**Met1 routing**

(8 px per um) Supply wires on this layer in gray.
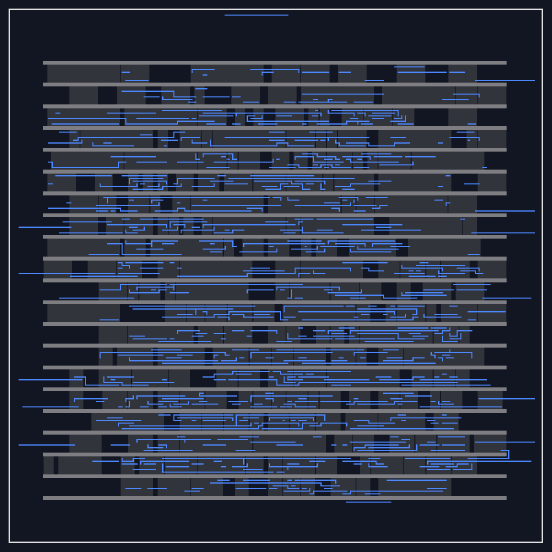
**Signal wires on met2**

(8 px per um)
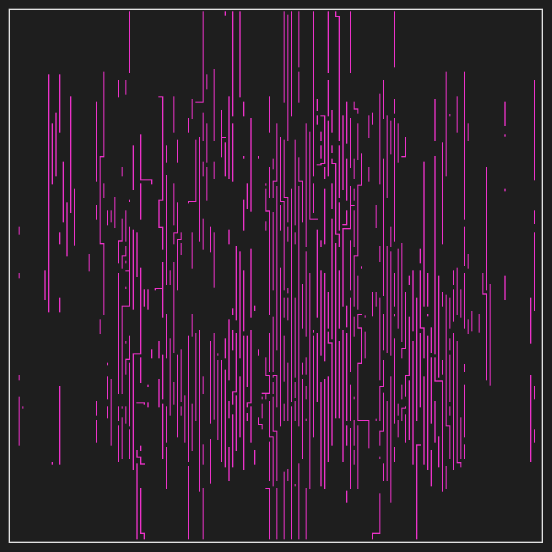
**Signal wires on met3**

(8 px per um)
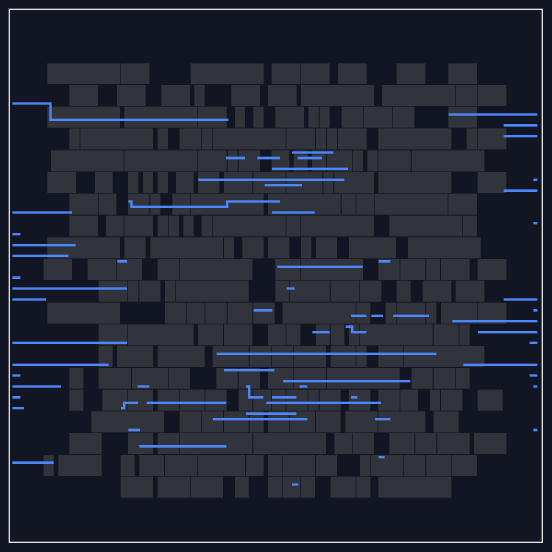
**config.mk**
```make
export PLATFORM = sky130hd
export DESIGN_NAME = regfile_seq
export DESIGN_NICKNAME = d
export VERILOG_FILES = /design/src/rtl/regfile_seq.sv
export SDC_FILE = /design/constraint.sdc
export NUM_CORES = 1
export LEC_CHECK = 0
export CAP_MARGIN = 30
export CORE_MARGIN = 4
export CORE_UTILIZATION = 44
export DETAILED_ROUTE_END_ITERATION = 16
export HOLD_SLACK_MARGIN = 0.12
export PLACE_DENSITY_LB_ADDON = 0.12
export SETUP_SLACK_MARGIN = 0.3
export SLEW_MARGIN = 20
export SYNTH_ARGS = -nofsm -noshare
export SYNTH_HDL_FRONTEND = slang
export SYNTH_SLANG_ARGS = --single-unit
```
**constraint.sdc**
```tcl
create_clock -name CLK -period 2.6 [get_ports CLK]
set_input_delay 0.52 -clock CLK [delete_from_list [all_inputs] [get_ports CLK]]
set_output_delay 0.52 -clock CLK [all_outputs]
set_load 0.01 [all_outputs]
```
**src/rtl/regfile_seq.sv**
```systemverilog
// regfile_seq: sequencer for MOV/SWAP/ADD/CLR on an external 8-entry register
// file with a temp register R8. It drives the read/write selects and the write
// data, and keeps the carry and zero flags.
module regfile_seq #(
    parameter int unsigned DATA_W = 8
) (
    input  logic              CLK,
    input  logic              RST,
    input  logic              REQ,
    input  logic [1:0]        OP,
    input  logic [2:0]        RA,
    input  logic [2:0]        RB,
    input  logic [2:0]        RD,
    input  logic [DATA_W-1:0] ADATA,
    input  logic [DATA_W-1:0] BDATA,
    output logic [2:0]        SA,
    output logic [2:0]        SB,
    output logic [2:0]        SD,
    output logic              TA,
    output logic              TB,
    output logic              TD,
    output logic              RW,
    output logic [DATA_W-1:0] DDATA,
    output logic              BUSY,
    output logic              DONE,
    output logic              C,
    output logic              Z
);

    localparam logic [1:0] OP_MOV  = 2'b00;
    localparam logic [1:0] OP_SWAP = 2'b01;
    localparam logic [1:0] OP_ADD  = 2'b10;
    localparam logic [1:0] OP_CLR  = 2'b11;

    typedef enum logic [2:0] {
        S_IDLE = 3'd0,
        S_WR1  = 3'd1,
        S_WR2  = 3'd2,
        S_WR3  = 3'd3,
        S_FIN  = 3'd4
    } state_t;

    state_t            state_q, state_d;
    logic [1:0]        op_q, op_d;
    logic [2:0]        ra_q, ra_d, rb_q, rb_d, rd_q, rd_d;
    logic              c_q, c_d, z_q, z_d;
    logic [2:0]        sa_q, sa_d, sb_q, sb_d, sd_q, sd_d;
    logic              ta_q, ta_d, tb_q, tb_d, td_q, td_d;
    logic              rw_q, rw_d, busy_q, busy_d, done_q, done_d;
    logic [DATA_W:0]   sum_c;
    logic [DATA_W-1:0] ddata_c;

    assign sum_c = (DATA_W+1)'(ADATA) + (DATA_W+1)'(BDATA);

    // Write data: the register file reads combinationally, so data follows the read ports.
    always_comb begin
        ddata_c = '0;
        case (state_q)
            S_WR1: begin
                case (op_q)
                    OP_MOV:  ddata_c = ADATA;
                    OP_SWAP: ddata_c = ADATA;
                    OP_ADD:  ddata_c = sum_c[DATA_W-1:0];
                    OP_CLR:  ddata_c = '0;
                endcase
            end
            S_WR2:   ddata_c = BDATA;
            S_WR3:   ddata_c = ADATA;
            default: ddata_c = '0;
        endcase
    end

    // Next state, latched operation fields and flag updates.
    always_comb begin
        state_d = state_q;
        op_d    = op_q;
        ra_d    = ra_q;
        rb_d    = rb_q;
        rd_d    = rd_q;
        c_d     = c_q;
        z_d     = z_q;
        case (state_q)
            S_IDLE: begin
                if (REQ) begin
                    state_d = S_WR1;
                    op_d    = OP;
                    ra_d    = RA;
                    rb_d    = RB;
                    rd_d    = RD;
                end
            end
            S_WR1: begin
                state_d = (op_q == OP_SWAP) ? S_WR2 : S_FIN;
                if (op_q != OP_SWAP) begin
                    z_d = (ddata_c == '0);
                end
                if (op_q == OP_ADD) begin
                    c_d = sum_c[DATA_W];
                end
            end
            S_WR2:   state_d = S_WR3;
            S_WR3:   state_d = S_FIN;
            S_FIN:   state_d = S_IDLE;
            default: state_d = S_IDLE;
        endcase
    end

    // Control outputs for the upcoming state, so they come straight out of flops.
    always_comb begin
        sa_d   = '0;
        sb_d   = '0;
        sd_d   = '0;
        ta_d   = 1'b0;
        tb_d   = 1'b0;
        td_d   = 1'b0;
        rw_d   = 1'b0;
        busy_d = 1'b0;
        done_d = 1'b0;
        case (state_d)
            S_WR1: begin
                rw_d   = 1'b1;
                busy_d = 1'b1;
                case (op_d)
                    OP_MOV: begin
                        sa_d = ra_d;
                        sd_d = rd_d;
                    end
                    OP_ADD: begin
                        sa_d = ra_d;
                        sb_d = rb_d;
                        sd_d = rd_d;
                    end
                    OP_CLR: begin
                        sd_d = rd_d;
                    end
                    OP_SWAP: begin
                        sa_d = ra_d;
                        td_d = 1'b1;
                    end
                endcase
            end
            S_WR2: begin
                rw_d   = 1'b1;
                busy_d = 1'b1;
                sb_d   = rb_d;
                sd_d   = ra_d;
            end
            S_WR3: begin
                rw_d   = 1'b1;
                busy_d = 1'b1;
                ta_d   = 1'b1;
                sd_d   = rb_d;
            end
            S_FIN: begin
                done_d = 1'b1;
            end
            default: begin
                done_d = 1'b0;
            end
        endcase
    end

    // State, fields, flags and registered controls; reset clears everything at once.
    always_ff @(posedge CLK or posedge RST) begin
        if (RST) begin
            state_q <= S_IDLE;
            op_q    <= '0;
            ra_q    <= '0;
            rb_q    <= '0;
            rd_q    <= '0;
            c_q     <= 1'b0;
            z_q     <= 1'b0;
            sa_q    <= '0;
            sb_q    <= '0;
            sd_q    <= '0;
            ta_q    <= 1'b0;
            tb_q    <= 1'b0;
            td_q    <= 1'b0;
            rw_q    <= 1'b0;
            busy_q  <= 1'b0;
            done_q  <= 1'b0;
        end else begin
            state_q <= state_d;
            op_q    <= op_d;
            ra_q    <= ra_d;
            rb_q    <= rb_d;
            rd_q    <= rd_d;
            c_q     <= c_d;
            z_q     <= z_d;
            sa_q    <= sa_d;
            sb_q    <= sb_d;
            sd_q    <= sd_d;
            ta_q    <= ta_d;
            tb_q    <= tb_d;
            td_q    <= td_d;
            rw_q    <= rw_d;
            busy_q  <= busy_d;
            done_q  <= done_d;
        end
    end

    assign SA    = sa_q;
    assign SB    = sb_q;
    assign SD    = sd_q;
    assign TA    = ta_q;
    assign TB    = tb_q;
    assign TD    = td_q;
    assign RW    = rw_q;
    assign BUSY  = busy_q;
    assign DONE  = done_q;
    assign C     = c_q;
    assign Z     = z_q;
    assign DDATA = ddata_c;

endmodule

```
==> GITHUB_STEP_SUMMARY <==
### Metrics collected by this job

| Metric | Value |
|---|---|
| Status | finished with violations |
| Failing checks | negative setup slack |
| Clk_skew | 0.00232 ns |
| Synth Warn # | 0 |
| Initial antenna violation count | 0 |
| Number of placement rows | 20 |
| Clk network pwr share | 0.097 |
| Internal Pwr Total | 0.00127 W |
| Syn Area/Cell | 9.51 um^2 |
| Final worst slack | -0.0755 ns |
| IO Count | 55 |
| Delay-heaviest family, CP | AND-OR/OR-AND gates |
| Synth Register Bits | 26 |
| Post-layout util | 0.798 |
| Seq/Total Area, Yosys | 0.433 |
| Fa+ha+maj area frac | 0.0799 |
| Fmax | 0.374 GHz |
| Yosys xor share | 0.0175 |
| GRT Total Usage | 0.229 |
| Detailed Place HPWL | 3270 um |
| Top cell type's share of synthesized area | 0.433 |
| I/O Buffers | 53 |
| Ao+oa area frac | 0.188 |
| Layout net count | 280 |
| Top non-seq family | simple AND/OR/NAND/NOR gates |
| Die height | 66.4 um |
| Top Layout Cells | clkdlybuf4s50_1, buf_4, dfrtp_1 |
| H-tree depth | 1 |
| Grt ovf | 0 |
| Routability congestion estimate | 0.917 |
| Unique masters post-synth | 43 |
| Core area | 3150 um^2 |
| Worst-path cell chain | buf_8, ha_4, fa_2, a21oi_4, o211ai_1, o21a_1, o32ai_4, buf_2 |
| P per Cell Area | 852 nW/um^2 |
| Mux share | 0.0200 |
| Initial DRT Pass Iterations | 5 |
| Setup bufs post-CTS | 7 |
| Hold_buf cts | 0 |
| Max-cap violations | 0 |
| Post-CTS sizing | 103 |
| Die Width | 66.4 um |
| Combinational share of power | 0.609 |
| Insertion Delay late pin | 0.33 ns |
| Cell count listed in synth_stat.txt | 158 |
| Worst Path Required | 2.08 ns |
| Worst Path Class, Setup | input pin to output port |
| Residual DRC | 0 |
| Tool warnings | 29 |
| CP peak stage delay | 0.36 ns |
| Global-route wire length before repair | 7810 um |
| CP endpoint kind | output port |
| Worst min-delay path category | flop to flop |
| Clock sink total | 26 |
| Comb pwr | 0.00130 W |
| TritonCTS clock tree | done |
| Crit start category | input pin |
| Initial detailed-routing violation count | 118 |
| Largest net degree at the start of global routing | 27 |
| Num CTS Buffers | 3 |
| Seq pwr | 0.000631 W |
| Async SR Flop Fraction | 1.00 |
| Switching Fraction | 0.406 |
| Pre-CTS setup slack | -0.787 ns |
| Buf+Inv Stages, Crit Path | 2 |
| Ant. Diodes | 0 |
| Area leader, netlist | dfrtp_1 |
| Fill count | 220 |
| Tmin final | 2.68 ns |
| Final count of negative-setup-slack endpoints | 2 |
| Crit Path Max Fanout | 2 |
| Final hold vios | 0 |
| Area of the mapped netlist | 1500 um^2 |
| Slew Limit Fails | 0 |
| Vias in the first global route | 1675 |
Back to the opening pictures, 'met1 routing':
The layer carries 2150 um of wire. The wires run mostly horizontal.
via count: 1661
WL final: 5270 um

Back to the opening pictures, 'signal wires on met2':
The layer carries 2610 um of wire. The longest straight run is 29.9 um.
GR Util met2: 0.398

Back to the opening pictures, 'signal wires on met3':
The longest straight run is 27.1 um. 54 nets have wire on it. The layer carries 373 um of wire. The wires run mostly horizontal. The layer holds 7.1% of the routed length.
met3 usage: 0.0646

==> through the flow <==
stage	cell area [um^2]	total power, W	instances	TNS (ns)
floorplan	1530	0.00124	158	0
global placement	2240	0.00174	269	-4.14
detailed placement	2240	0.00177	269	-4.49
CTS	2460	0.00204	280	-0.0206
global route	2510	0.00226	284	-0.258
finish	2510	0.00214	284	-0.0933
==> final cells by class <==
type	count	area [um^2]	share of cell area
Clock buffer	4	36.3	0.0144
Timing Repair Buffer	87	759	0.302
Sequential cell	26	651	0.259
Inverter	8	30.0	0.0119
Multi-Input combinational cell	115	983	0.391
Tap cell	44	55.1	0.0219
==> path summary, 6_finish.rpt <==
check,from,endpoint,slack (ns),cells after the start
min reg2reg,ra_q[2],ra_q[2],0.50,2
max reg2reg,state_q[1],Z,0.42,8
min in group asynchronous,RST,SB[2],0.53,3
max in group asynchronous,RST,SB[1],1.83,3
min,ra_q[2],ra_q[2],0.50,2
max,BDATA[0],DDATA[6],-0.08,8
==> cells in the mapped netlist (4+ instances only) <==
cell type   n
a21oi_1     6
nor2_1      8
o21ai_0     7
ha_1        8
dfrtp_1    26
inv_1       8
nand2_1    20
clkbuf_1    5
nand2b_1    4
a32oi_1     8
nand3_1     5
o211ai_1    4
==> state kept, by name (all words and copies together), names as in the netlist <==
signal / cells
BUSY: 1
C: 1
DONE: 1
SA: 3
SB: 3
SD: 3
TA: 1
TD: 1
Z: 1
op_q: 2
ra_q: 3
rb_q: 3
state_q: 3
==> metal layers <==
layer,GRT usage,share of wire,vias to the layer above,wire [um]
li1,-,-,737,-
met1,0.277,0.41,818,2150
met2,0.398,0.49,85,2610
met3,0.0646,0.071,21,373
met4,0.0584,0.027,0,141
met5,0,0,-,0
Power figures rest on the tool's default switching activity, not on a simulated workload.
